**src/rtl/ikaopll_bus_writer_pkg.sv**
```systemverilog
// rtl/ikaopll_bus_writer_pkg.sv - shared state encoding and OPLL wait defaults
package ikaopll_bus_writer_pkg;

    typedef enum logic [2:0] {
        ST_IDLE,
        ST_A_SETUP,
        ST_A_STROBE,
        ST_A_WAIT,
        ST_D_SETUP,
        ST_D_STROBE,
        ST_D_WAIT
    } state_t;

    // Minimum phiM ticks the OPLL needs after an address / data write
    localparam int OPLL_ADDR_WAIT = 12;
    localparam int OPLL_DATA_WAIT = 84;

endpackage

```
**src/rtl/ikaopll_bus_writer_fifo.sv**
```systemverilog
// rtl/ikaopll_bus_writer_fifo.sv - request FIFO holding {addr, data} pairs
module ikaopll_bus_writer_fifo #(
    parameter int DEPTH = 4,
    parameter int WIDTH = 16
) (
    input  logic             clk,
    input  logic             rst,
    input  logic             push,
    input  logic [WIDTH-1:0] push_data,
    input  logic             pop,
    output logic             full,
    output logic             empty,
    output logic [WIDTH-1:0] head
);

    localparam int AW = (DEPTH > 1) ? $clog2(DEPTH) : 1;
    localparam int CW = AW + 1;

    logic [WIDTH-1:0] mem [DEPTH];
    logic [AW-1:0]    wr_ptr;
    logic [AW-1:0]    rd_ptr;
    logic [CW-1:0]    count;
    logic             do_push;
    logic             do_pop;

    // full is taken from the current count, so a pop never frees room for a same-edge push
    assign full    = (count == CW'(DEPTH));
    assign empty   = (count == '0);
    assign do_push = push & ~full;
    assign do_pop  = pop & ~empty;
    assign head    = mem[rd_ptr];

    // storage array; contents are don't-care until written so no reset is needed
    always_ff @(posedge clk) begin
        if (do_push) begin
            mem[wr_ptr] <= push_data;
        end
    end

    // pointers and occupancy; depth is a power of two so pointers wrap naturally
    always_ff @(posedge clk or posedge rst) begin
        if (rst) begin
            wr_ptr <= '0;
            rd_ptr <= '0;
            count  <= '0;
        end else begin
            if (do_push) wr_ptr <= wr_ptr + 1'b1;
            if (do_pop)  rd_ptr <= rd_ptr + 1'b1;
            case ({do_push, do_pop})
                2'b10:   count <= count + 1'b1;
                2'b01:   count <= count - 1'b1;
                default: count <= count;
            endcase
        end
    end

endmodule

```
**src/rtl/ikaopll_bus_writer.sv**
```systemverilog
// rtl/ikaopll_bus_writer.sv - paced OPLL CPU-port write master with request FIFO
module ikaopll_bus_writer
    import ikaopll_bus_writer_pkg::*;
#(
    parameter int FIFO_DEPTH = 4,
    parameter int STROBE_LEN = 2,
    parameter int ADDR_WAIT  = OPLL_ADDR_WAIT,
    parameter int DATA_WAIT  = OPLL_DATA_WAIT
) (
    input  logic       i_EMUCLK,
    input  logic       i_RST,
    input  logic       i_phiM_PCEN_n,
    input  logic       i_REQ_VALID,
    output logic       o_REQ_READY,
    input  logic [7:0] i_REQ_ADDR,
    input  logic [7:0] i_REQ_DATA,
    output logic       o_BUSY,
    output logic       o_CS_n,
    output logic       o_WR_n,
    output logic       o_A0,
    output logic [7:0] o_D,
    output logic       o_D_OE
);

    // counter reload values: the counter holds remaining ticks minus one
    localparam logic [7:0] STROBE_LOAD = 8'(STROBE_LEN - 1);
    localparam logic [7:0] ADDR_LOAD   = 8'(ADDR_WAIT - 1);
    localparam logic [7:0] DATA_LOAD   = 8'(DATA_WAIT - 1);

    state_t      state, state_nx;
    logic [7:0]  cnt, cnt_nx;
    logic        cs_q, cs_nx;
    logic        wr_q, wr_nx;
    logic        a0_q, a0_nx;
    logic [7:0]  d_q, d_nx;
    logic        oe_q, oe_nx;
    logic        busy_q, busy_nx;
    logic [7:0]  hold_q, hold_nx;
    logic        tick;
    logic        pop;
    logic        load_head;
    logic        full;
    logic        empty;
    logic [15:0] head;
    logic        push_fire;

    assign tick        = ~i_phiM_PCEN_n;
    assign o_REQ_READY = ~full;
    assign push_fire   = i_REQ_VALID & ~full;

    ikaopll_bus_writer_fifo #(
        .DEPTH (FIFO_DEPTH),
        .WIDTH (16)
    ) u_fifo (
        .clk       (i_EMUCLK),
        .rst       (i_RST),
        .push      (i_REQ_VALID),
        .push_data ({i_REQ_ADDR, i_REQ_DATA}),
        .pop       (pop),
        .full      (full),
        .empty     (empty),
        .head      (head)
    );

    // next state, counter and registered-output values; bus outputs hold unless changed here
    always_comb begin
        state_nx  = state;
        cnt_nx    = cnt;
        cs_nx     = cs_q;
        wr_nx     = wr_q;
        a0_nx     = a0_q;
        d_nx      = d_q;
        oe_nx     = oe_q;
        hold_nx   = hold_q;
        pop       = 1'b0;
        load_head = 1'b0;
        busy_nx   = 1'b0;

        case (state)
            ST_IDLE: load_head = ~empty;
            ST_A_SETUP, ST_D_SETUP: begin
                if (tick) begin
                    state_nx = (state == ST_A_SETUP) ? ST_A_STROBE : ST_D_STROBE;
                    cnt_nx   = STROBE_LOAD;
                    wr_nx    = 1'b0;
                end
            end
            ST_A_STROBE, ST_D_STROBE: begin
                if (tick) begin
                    if (cnt == 8'd0) begin
                        state_nx = (state == ST_A_STROBE) ? ST_A_WAIT : ST_D_WAIT;
                        cnt_nx   = (state == ST_A_STROBE) ? ADDR_LOAD : DATA_LOAD;
                        wr_nx    = 1'b1;
                    end else begin
                        cnt_nx = cnt - 8'd1;
                    end
                end
            end
            ST_A_WAIT: begin
                if (tick) begin
                    cs_nx = 1'b1;
                    if (cnt == 8'd0) begin
                        state_nx = ST_D_SETUP;
                        cnt_nx   = 8'd0;
                        cs_nx    = 1'b0;
                        a0_nx    = 1'b1;
                        d_nx     = hold_q;
                    end else begin
                        cnt_nx = cnt - 8'd1;
                    end
                end
            end
            ST_D_WAIT: begin
                if (tick) begin
                    cs_nx = 1'b1;
                    if (cnt == 8'd0) begin
                        if (!empty) begin
                            load_head = 1'b1;
                        end else begin
                            state_nx = ST_IDLE;
                            oe_nx    = 1'b0;
                        end
                    end else begin
                        cnt_nx = cnt - 8'd1;
                    end
                end
            end
            default: state_nx = ST_IDLE;
        endcase

        // start a new pair: address phase setup with the FIFO head
        if (load_head) begin
            pop      = 1'b1;
            hold_nx  = head[7:0];
            state_nx = ST_A_SETUP;
            cnt_nx   = 8'd0;
            cs_nx    = 1'b0;
            wr_nx    = 1'b1;
            a0_nx    = 1'b0;
            d_nx     = head[15:8];
            oe_nx    = 1'b1;
        end

        busy_nx = (state_nx != ST_IDLE) | (~empty & ~pop) | push_fire;
    end

    // state, counter and output registers
    always_ff @(posedge i_EMUCLK or posedge i_RST) begin
        if (i_RST) begin
            state  <= ST_IDLE;
            cnt    <= 8'd0;
            cs_q   <= 1'b1;
            wr_q   <= 1'b1;
            a0_q   <= 1'b0;
            d_q    <= 8'd0;
            oe_q   <= 1'b0;
            busy_q <= 1'b0;
            hold_q <= 8'd0;
        end else begin
            state  <= state_nx;
            cnt    <= cnt_nx;
            cs_q   <= cs_nx;
            wr_q   <= wr_nx;
            a0_q   <= a0_nx;
            d_q    <= d_nx;
            oe_q   <= oe_nx;
            busy_q <= busy_nx;
            hold_q <= hold_nx;
        end
    end

    assign o_CS_n = cs_q;
    assign o_WR_n = wr_q;
    assign o_A0   = a0_q;
    assign o_D    = d_q;
    assign o_D_OE = oe_q;
    assign o_BUSY = busy_q;

endmodule

```
**config.mk**
```make
export PLATFORM = sky130hd
export DESIGN_NAME = ikaopll_bus_writer
export DESIGN_NICKNAME = d
export VERILOG_FILES = /design/src/rtl/ikaopll_bus_writer_pkg.sv /design/src/rtl/ikaopll_bus_writer_fifo.sv /design/src/rtl/ikaopll_bus_writer.sv
export SDC_FILE = /design/constraint.sdc
export NUM_CORES = 1
export LEC_CHECK = 0
export CAP_MARGIN = 30
export CORE_ASPECT_RATIO = 1.5
export CORE_MARGIN = 2
export CORE_UTILIZATION = 62
export DETAILED_ROUTE_END_ITERATION = 10
export PLACE_DENSITY_LB_ADDON = 0.2
export SKIP_CTS_REPAIR_TIMING = 1
export SLEW_MARGIN = 20
export SYNTH_ARGS = -nofsm -noshare
export SYNTH_HDL_FRONTEND = slang
export SYNTH_SLANG_ARGS = --single-unit
```
**constraint.sdc**
```tcl
create_clock -name i_EMUCLK -period 4.2 [get_ports i_EMUCLK]
set_input_delay 0.84 -clock i_EMUCLK [delete_from_list [all_inputs] [get_ports i_EMUCLK]]
set_output_delay 0.84 -clock i_EMUCLK [all_outputs]
set_load 0.01 [all_outputs]
```
### Wires at chosen ports, followed through buffers

Scale: 4 px per um.
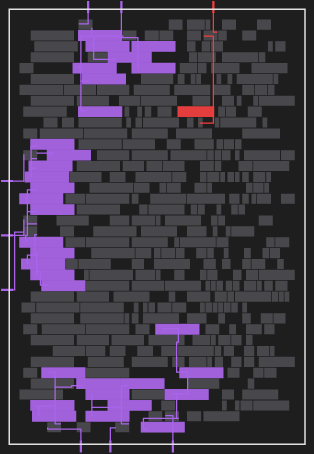
| color | port | bits | direction | edge | end cells | buffers | wire |
|---|---|---|---|---|---|---|---|
| red | o_A0 | 1 | output | top | 1 | 1 | 33.6 um |
| purple | i_REQ_DATA | 8 | input | 3 left, 3 bottom, 2 top | 32 | 8 | 294 um |
IO Pins: 34
number of buffers inserted by port buffering: 33

### Clock routing

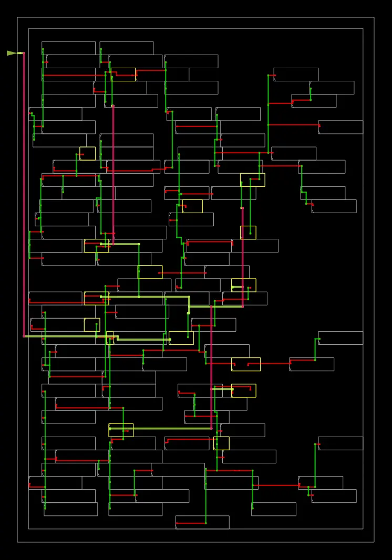
power dissipated in the clock network: 0.584 mW
number of clock sinks: 103

==> flow_summary.yaml <==
# physical design summary
status:
  run_status: "completed"
min_path:
  hold_class: "flop to flop"
  min_path_cells: 1
logic_synthesis:
  synth.cellmix.simpleShare: 0.0753
  yosysCellCount: 306
  synth.top_cells.by_area: "sky130_fd_sc_hd__edfxtp_1, sky130_fd_sc_hd__dfrtp_1, sky130_fd_sc_hd__mux4_2, sky130_fd_sc_hd__a21oi_1, sky130_fd_sc_hd__mux2i_1"
  count_of_library_flops_with_an_enable_pin: 64
  synth_async_sr_flop_share: 0.379
  top_logic_kind: "multiplexers"
  post_synth_inst_count: 306
  synth_compound_gate_area_share: 0.0795
  synth-main-ff-cell: "sky130_fd_sc_hd__edfxtp_1"
  postSynthNetCount: 334
  synth_sequential_area_ratio: 0.644
  syn_avg_cell_area_sq_um: 14.7
  synth.cells.most_frequent: "sky130_fd_sc_hd__edfxtp_1, sky130_fd_sc_hd__dfrtp_1, sky130_fd_sc_hd__a21oi_1, sky130_fd_sc_hd__nor2_1, sky130_fd_sc_hd__mux4_2"
  most_common_cell: "sky130_fd_sc_hd__edfxtp_1"
power_and_ir_drop:
  power_top_consumer: "registers"
  power_per_cell_area_nw_per_um2: 727
  internal_power_mw: 2.35
  clock_power_share: 0.158
  pwr.group.combinational_mw: 1.43
  combinationalPowerShare: 0.387
  pwr.group.sequential_mw: 1.67
final_layout:
  regMostFlops: "u_fifo.mem"
  layout_top_cells: "sky130_fd_sc_hd__edfxtp_1, sky130_fd_sc_hd__dfrtp_1, sky130_fd_sc_hd__clkdlybuf4s50_1"
  layout.area.comb_sq_um: 1460
  clock_buffer_cells: 10
  layout.nonclk_buf_frac: 0.0718
  fraction_of_standard_cell_area_that_is_sequential: 0.572
  final_net_count: 368
  seqCellArea_sq_um: 2900
  multiInputCombCellCount: 174
grt:
  grtUsageMet2: 0.352
  antenna_found_initial: 0
  grt_busiest_layer: "met2"
  global_route.usage.total: 0.216
worst_setup_path:
  reg2reg_to: "u_fifo.count[2]"
  worst_ep_required_time_ns: 4.50
  timing.critical_path.arrival_ns: 3.30
  crit_path_start: "i_phiM_PCEN_n"
  timing.critical_path.fanout_max: 13
  capturing_element_of_the_worst_setup_path: "u_fifo.count[2]"
  rrSetupSlack_ns: 1.24
  critical_path_slowest_stage_cell: "sky130_fd_sc_hd__clkdlybuf4s50_1"
  crit_cells: 10
  ff2ff_path_depth: 12
sta:
  worst_slack_ns: 1.19
  finalClockSkew_ns: 0.0112
  finalSetupViolCount: 0
  setup_repair_after_global_routing_missed_its_margin: "false"
  finalWorstPathRequiredPeriod_ns: 3.01
  slew_viol_final: 0
clocking:
  cts_tree: "built"
  ctsRootBufferMaster: "sky130_fd_sc_hd__clkbuf_8"
job:
  drv.max_cap_violation_count: 0
placement:
  place_inst: 408
routing:
  wl_met1_um: 3170
  vias_per_cell: 6.09
  route.detailed.wl_per_inst_um: 18.6
  detailroute.wirelength.met3_um: 229
  drt_first_iter_violations: 223
floorplan:
  core_sq_um: 7130
### Routed metal, one color a layer

Scale: 3 px per um.
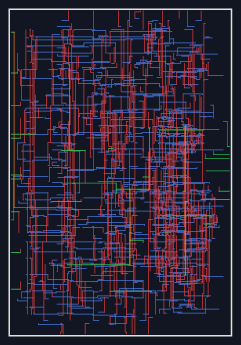
| color | layer | wire length |
|---|---|---|
| blue | metal 1 | 3170 um |
| red | metal 2 | 4320 um |
| orange | metal 4 | 179 um |
| green | metal 3 | 230 um |
total number of vias: 2588
final wirelength: 7900 um

### Gate-type map

Scale: 3 px per um.
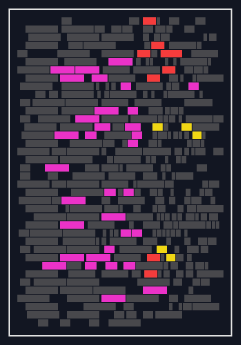
| color | family | cells | most used |
|---|---|---|---|
| magenta | mux cells | 33 | mux4_2 |
| yellow | non-inverting ao/oa cells | 5 | a32o_1 |
| red | fa/ha/maj cells | 8 | ha_1 |
final non-filler cell total: 425
most frequently placed logic cell in the final layout: sky130_fd_sc_hd__edfxtp_1
proportion of cell area occupied by multi-input gates: 0.288

Power figures rest on the tool's default switching activity, not on a simulated workload.
